==> run_1/met2.png <==
(4 px per um) Cells faint in the background.
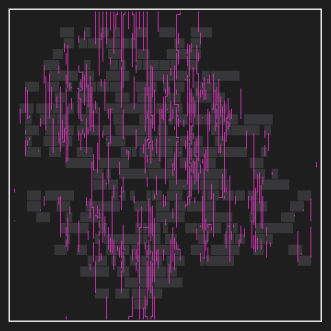
==> run_1/clock_map.png <==
(8 px per um)
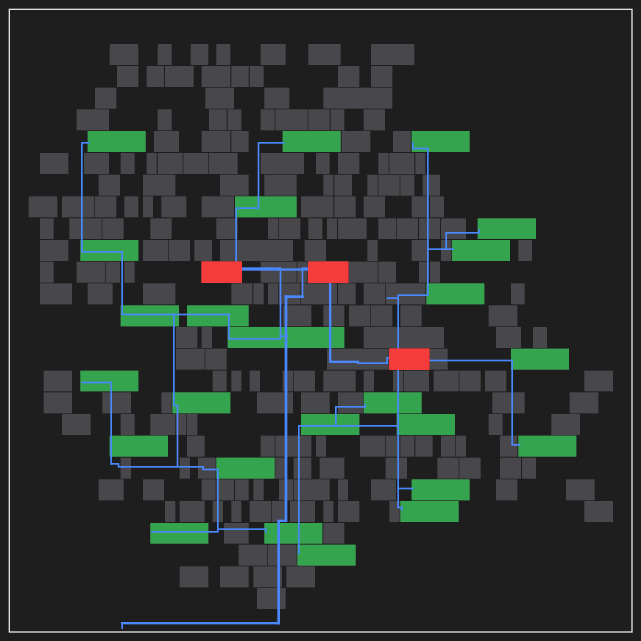
==> run_1/final_clocks.png <==
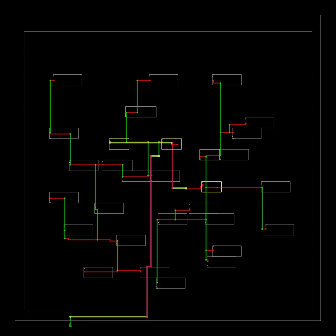
### config.mk
export PLATFORM = sky130hd
export DESIGN_NAME = rv32_fxmadd_seq_ctrl
export DESIGN_NICKNAME = d
export VERILOG_FILES = /design/src/rtl/rv32_fxmadd_seq_ctrl.sv
export SDC_FILE = /design/constraint.sdc
export NUM_CORES = 1
export LEC_CHECK = 0
export CAP_MARGIN = 5
export CORE_MARGIN = 2
export CORE_UTILIZATION = 25
export DETAILED_ROUTE_END_ITERATION = 8
export PLACE_DENSITY = 0.58
export SLEW_MARGIN = 20
export SYNTH_ARGS = -nofsm -noshare
export SYNTH_HDL_FRONTEND = slang
export SYNTH_SLANG_ARGS = --single-unit
### constraint.sdc
create_clock -name clk -period 2 [get_ports clk]
set_input_delay 0.6 -clock clk [delete_from_list [all_inputs] [get_ports clk]]
set_output_delay 0.6 -clock clk [all_outputs]
set_load 0.01 [all_outputs]
### src/rtl/rv32_fxmadd_seq_ctrl.sv
// Sequencing controller for the multi-cycle fxmadd unit.
// Accepts CSR scale-table writes while idle, launches one operation at a
// time, stalls the exec stage until the result is ready, holds the result
// across downstream stalls, and counts the results that were consumed.
module rv32_fxmadd_seq_ctrl #(
  parameter int unsigned LATENCY = 3,
  parameter int unsigned SCALE_W = 5
) (
  input  logic               clk,
  input  logic               resetn,
  input  logic               issue_valid,
  input  logic [2:0]         issue_scale_sel,
  input  logic               stop,
  input  logic               flush,
  input  logic               cfg_valid,
  input  logic [2:0]         cfg_idx,
  input  logic [SCALE_W-1:0] cfg_scale,
  output logic               cfg_ready,
  output logic               unit_start,
  output logic [2:0]         unit_selected_scale,
  output logic               unit_write_enable,
  output logic [SCALE_W-1:0] unit_new_scale,
  output logic               stall_req,
  output logic               result_valid,
  output logic [15:0]        op_count
);

  typedef enum logic [1:0] {
    IDLE = 2'd0,
    BUSY = 2'd1,
    DONE = 2'd2
  } state_t;

  // Remaining BUSY cycles after launch; the launch cycle is the first of LATENCY.
  localparam logic [3:0] CNT_INIT = 4'(LATENCY - 1);

  state_t      state_q, state_d;
  logic [3:0]  cnt_q, cnt_d;
  logic [2:0]  sel_q, sel_d;
  logic        hold_q, hold_d;
  logic [15:0] op_count_q;
  logic        consume;

  // Next-state and output decode; reset forces every output to its idle value.
  always_comb begin
    state_d             = state_q;
    cnt_d               = cnt_q;
    sel_d               = sel_q;
    hold_d              = 1'b0;
    consume             = 1'b0;
    cfg_ready           = 1'b0;
    unit_start          = 1'b0;
    unit_write_enable   = 1'b0;
    unit_selected_scale = 3'd0;
    unit_new_scale      = '0;
    stall_req           = 1'b0;
    result_valid        = 1'b0;

    unique case (state_q)
      IDLE: begin
        stall_req = issue_valid && !flush;
        if (cfg_valid) begin
          // Table writes win over launches so the table never changes mid-op.
          cfg_ready           = 1'b1;
          unit_write_enable   = 1'b1;
          unit_selected_scale = cfg_idx;
          unit_new_scale      = cfg_scale;
        end else if (issue_valid && !flush && !hold_q) begin
          // hold_q blocks the instruction whose result was just consumed.
          unit_start          = 1'b1;
          unit_selected_scale = issue_scale_sel;
          sel_d               = issue_scale_sel;
          cnt_d               = CNT_INIT;
          state_d             = (LATENCY == 1) ? DONE : BUSY;
        end
      end
      BUSY: begin
        stall_req           = 1'b1;
        unit_selected_scale = sel_q;
        if (flush) begin
          cnt_d   = 4'd0;
          state_d = IDLE;
        end else begin
          cnt_d = (cnt_q == 4'd0) ? 4'd0 : cnt_q - 4'd1;
          // Counter reaches zero this cycle, so the result is ready next cycle.
          if (cnt_q <= 4'd1) begin
            state_d = DONE;
          end
        end
      end
      DONE: begin
        unit_selected_scale = sel_q;
        result_valid        = !flush;
        if (flush) begin
          state_d = IDLE;
        end else if (!stop) begin
          consume = 1'b1;
          hold_d  = 1'b1;
          state_d = IDLE;
        end
      end
      default: begin
        state_d = IDLE;
      end
    endcase

    if (!resetn) begin
      consume             = 1'b0;
      cfg_ready           = 1'b0;
      unit_start          = 1'b0;
      unit_write_enable   = 1'b0;
      unit_selected_scale = 3'd0;
      unit_new_scale      = '0;
      stall_req           = 1'b0;
      result_valid        = 1'b0;
    end
  end

  // Control state register.
  always_ff @(posedge clk) begin
    if (!resetn) begin
      state_q <= IDLE;
      cnt_q   <= 4'd0;
      sel_q   <= 3'd0;
      hold_q  <= 1'b0;
    end else begin
      state_q <= state_d;
      cnt_q   <= cnt_d;
      sel_q   <= sel_d;
      hold_q  <= hold_d;
    end
  end

  // Completed-operation counter, wraps naturally at 16 bits.
  always_ff @(posedge clk) begin
    if (!resetn) begin
      op_count_q <= 16'd0;
    end else if (consume) begin
      op_count_q <= op_count_q + 16'd1;
    end
  end

  assign op_count = op_count_q;

endmodule

==> run summary, run 1 <==
run results: status=finished with violations, failing checks=negative setup slack, core area=5170 um^2, post-synthesis cell area=1360 um^2, OpenROAD warning count=31, Hold Path Stages=2, cell taking the most area after synthesis=dfxtp_1, Sw Ratio=33.3%, worst hold endpoint=sel_q[1], distinct cell type count after synthesis=39, critical path cell sequence=buf_8 > nor4b_4 > buf_4 > and2_4 > nand2_4 > a21oi_2 > buf_2, most numerous cell in the Yosys netlist=dfxtp_1, Final setup violation count=4, startpoint type of the worst setup path=input pin, PortBufs=45, setup ws final=-253 ps, Iteration-0 DRC Markers=62, non-clk buf share=29.7%, VDD IR-drop max=0.431 mV, Root Buffer Master=clkbuf_8, Synth top cells by count=26 x dfxtp_1, 24 x nand2_1, 13 x a21oi_1, 13 x nor2_1, 7 x inv_1, Synth mux share=2.21%, first-pass GRT wire length=6160 um, top cells, area=dfxtp_1 38%, nand2_1 6.6%, a21oi_1 4.8%, Crit Path Class=in -> out, layout cell share with drive strength beyond 1=33.5%, capture point of the worst path=unit_selected_scale[2], Crit path required time=1400 ps, Final Core Density=44.0%, DR pass1 iterations=4, switching power=0.000600 W, Synth Area in Adders=4.61%, GPL Wtd Cong=0.854, max_cap viols=0, seq_cells=26, multi-input gate count=124, Post-Place Cells=300, headroom to the max-slew limit=67.2%, worst hold start=sel_q[1], GRT Total Usage=12.6%, most numerous logic cells after layout=33 x buf_4, 28 x clkdlybuf4s50_1, 24 x dfxtp_1, 20 x nand2_1, 12 x buf_2, critical path's slowest cell=nor4b_4, ant diodes=0
## Picture notes: met2.png
- wire length on this layer: 1,750 um
- main direction: vertical
- longest straight run: 26.2 um
- share of all routed wire: 45%
- nets with wire on the layer: 225

## Picture notes: clock_map.png
- red: cells driving clock nets (count 3)
- green: flip-flops (count 26)
- blue: clock wires (length 389 um)
- routed clock nets: 4

## Picture notes: final_clocks.png
Clock Sinks: 26
clock-net power: 0.000349 W
clk_lat worst skew: 270 ps

--- run 2 (diff from run 1) ---
--- a/config.mk
+++ b/config.mk
@@ -5,11 +5,13 @@
 export SDC_FILE = /design/constraint.sdc
 export NUM_CORES = 1
 export LEC_CHECK = 0
+export ABC_CLOCK_PERIOD_IN_PS = 2000
 export CAP_MARGIN = 5
 export CORE_MARGIN = 2
 export CORE_UTILIZATION = 25
 export DETAILED_ROUTE_END_ITERATION = 8
-export PLACE_DENSITY = 0.58
+export DONT_BUFFER_PORTS = 1
+export PLACE_DENSITY = 0.47
 export SLEW_MARGIN = 20
 export SYNTH_ARGS = -nofsm -noshare
 export SYNTH_HDL_FRONTEND = slang
==> run_2/pins.png <==
(4 px per um) Pins as bars across the die edge, other pins in gray.
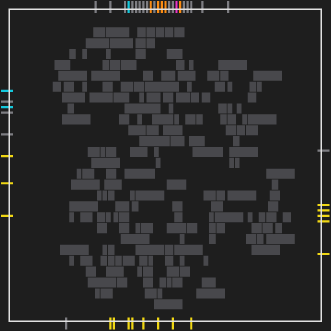
- magenta: issue_valid (pins 1; direction input; edge top)
- cyan: issue_scale_sel (pins 3; direction input; edge 2 left, 1 top)
- orange: unit_new_scale (pins 5; direction output; edge top)
- yellow: op_count (pins 16; direction output; edge 8 bottom, 5 right, 3 left)

==> run 2 against run 1 <==
Net effect: the flow now finishes without violations; highest routed layer unchanged; synthesized area did not move; critical endpoint unchanged; largest cell class unchanged; largest power group is now registers; combinational power fell by 34%; cell count fell by 19%.
==> run summary, run 2 <==
run results: drt total wl=3470 um, DR pass1 iterations=4 (unchanged), Tightest Hold Check Type=in -> reg, max_cap viols=0 (unchanged), PortBufs=0 (-100%), seq_cells=26 (unchanged), status=complete, no violations, Final setup violation count=0 (-4), non-clk buf share=9.48% (-20 points), Root Buffer Master=clkbuf_8, Synth top cells by count=26 x dfxtp_1, 24 x nand2_1, 13 x a21oi_1, 13 x nor2_1, 7 x inv_1, OpenROAD warning count=31 (unchanged), Hold Path Stages=2 (unchanged), most numerous cell in the Yosys netlist=dfxtp_1, core area=5170 um^2 (unchanged), distinct cell type count after synthesis=39 (unchanged), Crit path required time=1400 ps (about the same), startpoint type of the worst setup path=flip-flop, multi-input gate count=124 (unchanged), clk_lat worst skew=270 ps (about the same), critical path cell sequence=nor4b_4 > and2_4 > nand2_4 > a21oi_4, Setup WS pre-CTS=-45.4 ps, headroom to the max-slew limit=64.9% (-2.3 points), clock-net power=0.000297 W (-15%), Sw Ratio=34.6% (+1.4 points), via/cell ratio=4.87, most numerous logic cells after layout=23 x dfxtp_1, 22 x buf_4, 21 x nand2_1, 11 x nor2_1, 10 x a21oi_1, fraction of area in registers=30.1%, capture point of the worst path=unit_selected_scale[2], Iteration-0 DRC Markers=37 (-40%), Final Core Density=33.7% (-10 points), Synth Area in XOR/XNOR=5.81%, ant diodes=0 (unchanged), setup ws final=41.0 ps (+294 ps), worst hold start=resetn, largest net degree at the start of global routing=15, post-synthesis cell area=1360 um^2 (unchanged), critical path's slowest cell=dfxtp_2, first-pass GRT wire length=5560 um (-9.7%), Post-DRT Antenna Nets=0, Post-Place Cells=248 (-17%), VDD IR-drop max=0.287 mV (-33%), top cells, area=dfxtp_1 38%, nand2_1 6.6%, a21oi_1 4.8%, layout cell share with drive strength beyond 1=26.9% (-6.5 points), worst hold endpoint=cnt_q[3], Synth Area in Adders=4.61% (unchanged), switching power=0.000509 W (-15%), GPL Wtd Cong=0.688 (-20%), combinational share of cell area=51.5%, Crit Path Class=reg -> out, Synth mux share=2.21% (unchanged), GRT Total Usage=11.4% (-1.2 points), cell taking the most area after synthesis=dfxtp_1
--- run 3 (diff from run 2) ---
--- a/config.mk
+++ b/config.mk
@@ -6,7 +6,7 @@
 export NUM_CORES = 1
 export LEC_CHECK = 0
 export ABC_CLOCK_PERIOD_IN_PS = 2000
-export CAP_MARGIN = 5
+export CAP_MARGIN = 10
 export CORE_MARGIN = 2
 export CORE_UTILIZATION = 25
 export DETAILED_ROUTE_END_ITERATION = 8
==> run_3/pins.png <==
(4 px per um) Pins as bars across the die edge, other pins in gray.
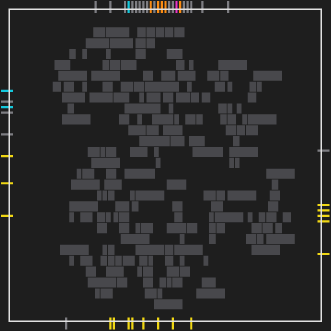
- yellow: op_count (pins 16; direction output; edge 8 bottom, 5 right, 3 left)
- orange: unit_new_scale (pins 5; direction output; edge top)
- cyan: issue_scale_sel (pins 3; direction input; edge 2 left, 1 top)
- magenta: issue_valid (pins 1; direction input; edge top)

==> run 3 against run 2 <==
Net effect: critical path type unchanged; synthesized area unchanged; power unchanged; clock power about the same; highest routed layer unchanged; first-iteration DRC count unchanged; combinational power about the same; largest power group unchanged; sequential cell count unchanged; clock skew unchanged.
==> run summary, run 3 <==
run results: status=complete, no violations, Largest register FFs=16, Hold Path Stages=2 (unchanged), top cells, area=dfxtp_1 38%, nand2_1 6.6%, a21oi_1 4.8%, Critical R2R Capture=op_count[15], HPWL after DPL=2620 um, most numerous cell in the Yosys netlist=dfxtp_1, largest net degree at the start of global routing=15 (unchanged), initial antenna violation count=0, post-CTS sizing=8, CTS max path bufs=2, internal power=0.000961 W, Critical Path AT=1360 ps, ys flop type=dfxtp_1, Synth Area in Adders=4.61% (unchanged), Crit Path Class=reg -> out, first-pass GRT wire length=5560 um (unchanged), core area=5170 um^2 (unchanged), met3 WL post-DR=220 um, distinct cell type count after synthesis=39 (unchanged), seq_cells=26 (unchanged), PortBufs=0 (unchanged), Synth top cells by count=26 x dfxtp_1, 24 x nand2_1, 13 x a21oi_1, 13 x nor2_1, 7 x inv_1, clock-net power=0.000297 W (about the same), cell taking the most area after synthesis=dfxtp_1, non-clk buf share=9.48% (unchanged), ant diodes=0 (unchanged), H-tree levels=1, critical path's slowest cell=dfxtp_2, most numerous logic cells after layout=23 x dfxtp_1, 22 x buf_4, 21 x nand2_1, 11 x nor2_1, 10 x a21oi_1, critical path cell sequence=nor4b_4 > and2_4 > nand2_4 > a21oi_4, capture point of the worst path=unit_selected_scale[2], PD cells=844 nW/um^2, YS chip area=1360 um^2, crit path from=hold_q, GRT Total Usage=11.4% (unchanged), FP Util=26.2%, max_cap viols=0 (unchanged), CTS tree=yes, fraction of area in registers=30.1% (unchanged), startpoint type of the worst setup path=flip-flop, Post-synth seq share=38.4%, clk_lat worst skew=270 ps (about the same), RSZ-0062 raised after global routing=yes, IO Pins=46, OpenROAD warning count=31 (unchanged), GPL Wtd Cong=0.688 (unchanged), worst hold endpoint=cnt_q[3], RR Startpoint=state_q[0], Final setup violation count=0 (unchanged), Post-Place Cells=248 (unchanged), setup ws final=41.0 ps (unchanged), worst hold start=resetn, Post-DRT Antenna Nets=0 (unchanged), Setup WS pre-CTS=-45.4 ps (unchanged), min Tclk post-route=1960 ps, DR DRC count=0, layout cell share with drive strength beyond 1=26.9% (unchanged), post-synthesis cell area=1360 um^2 (unchanged), drt total wl=3470 um (unchanged), headroom to the max-slew limit=64.9% (unchanged), via/cell ratio=4.87 (unchanged), Setup Skew=3.78 ps, Root Buffer Master=clkbuf_8, Sw Ratio=34.6% (unchanged), Crit path required time=1400 ps (about the same), multi-input gate count=124 (unchanged), combinational share of cell area=51.5% (unchanged), Synth Area in XOR/XNOR=5.81% (unchanged), Tightest Hold Check Type=in -> reg, r2r setup slk=150 ps, vias in the first global route=1,163, Iteration-0 DRC Markers=37 (unchanged), Final Core Density=33.7% (unchanged), Flop pwr share=40.6%, Synth mux share=2.21% (unchanged), VDD IR-drop max=0.287 mV (unchanged), switching power=0.000509 W (unchanged), DR pass1 iterations=4 (unchanged), CTS clk-pin slew, worst paths=90 ps
Power figures rest on the tool's default switching activity, not on a simulated workload.
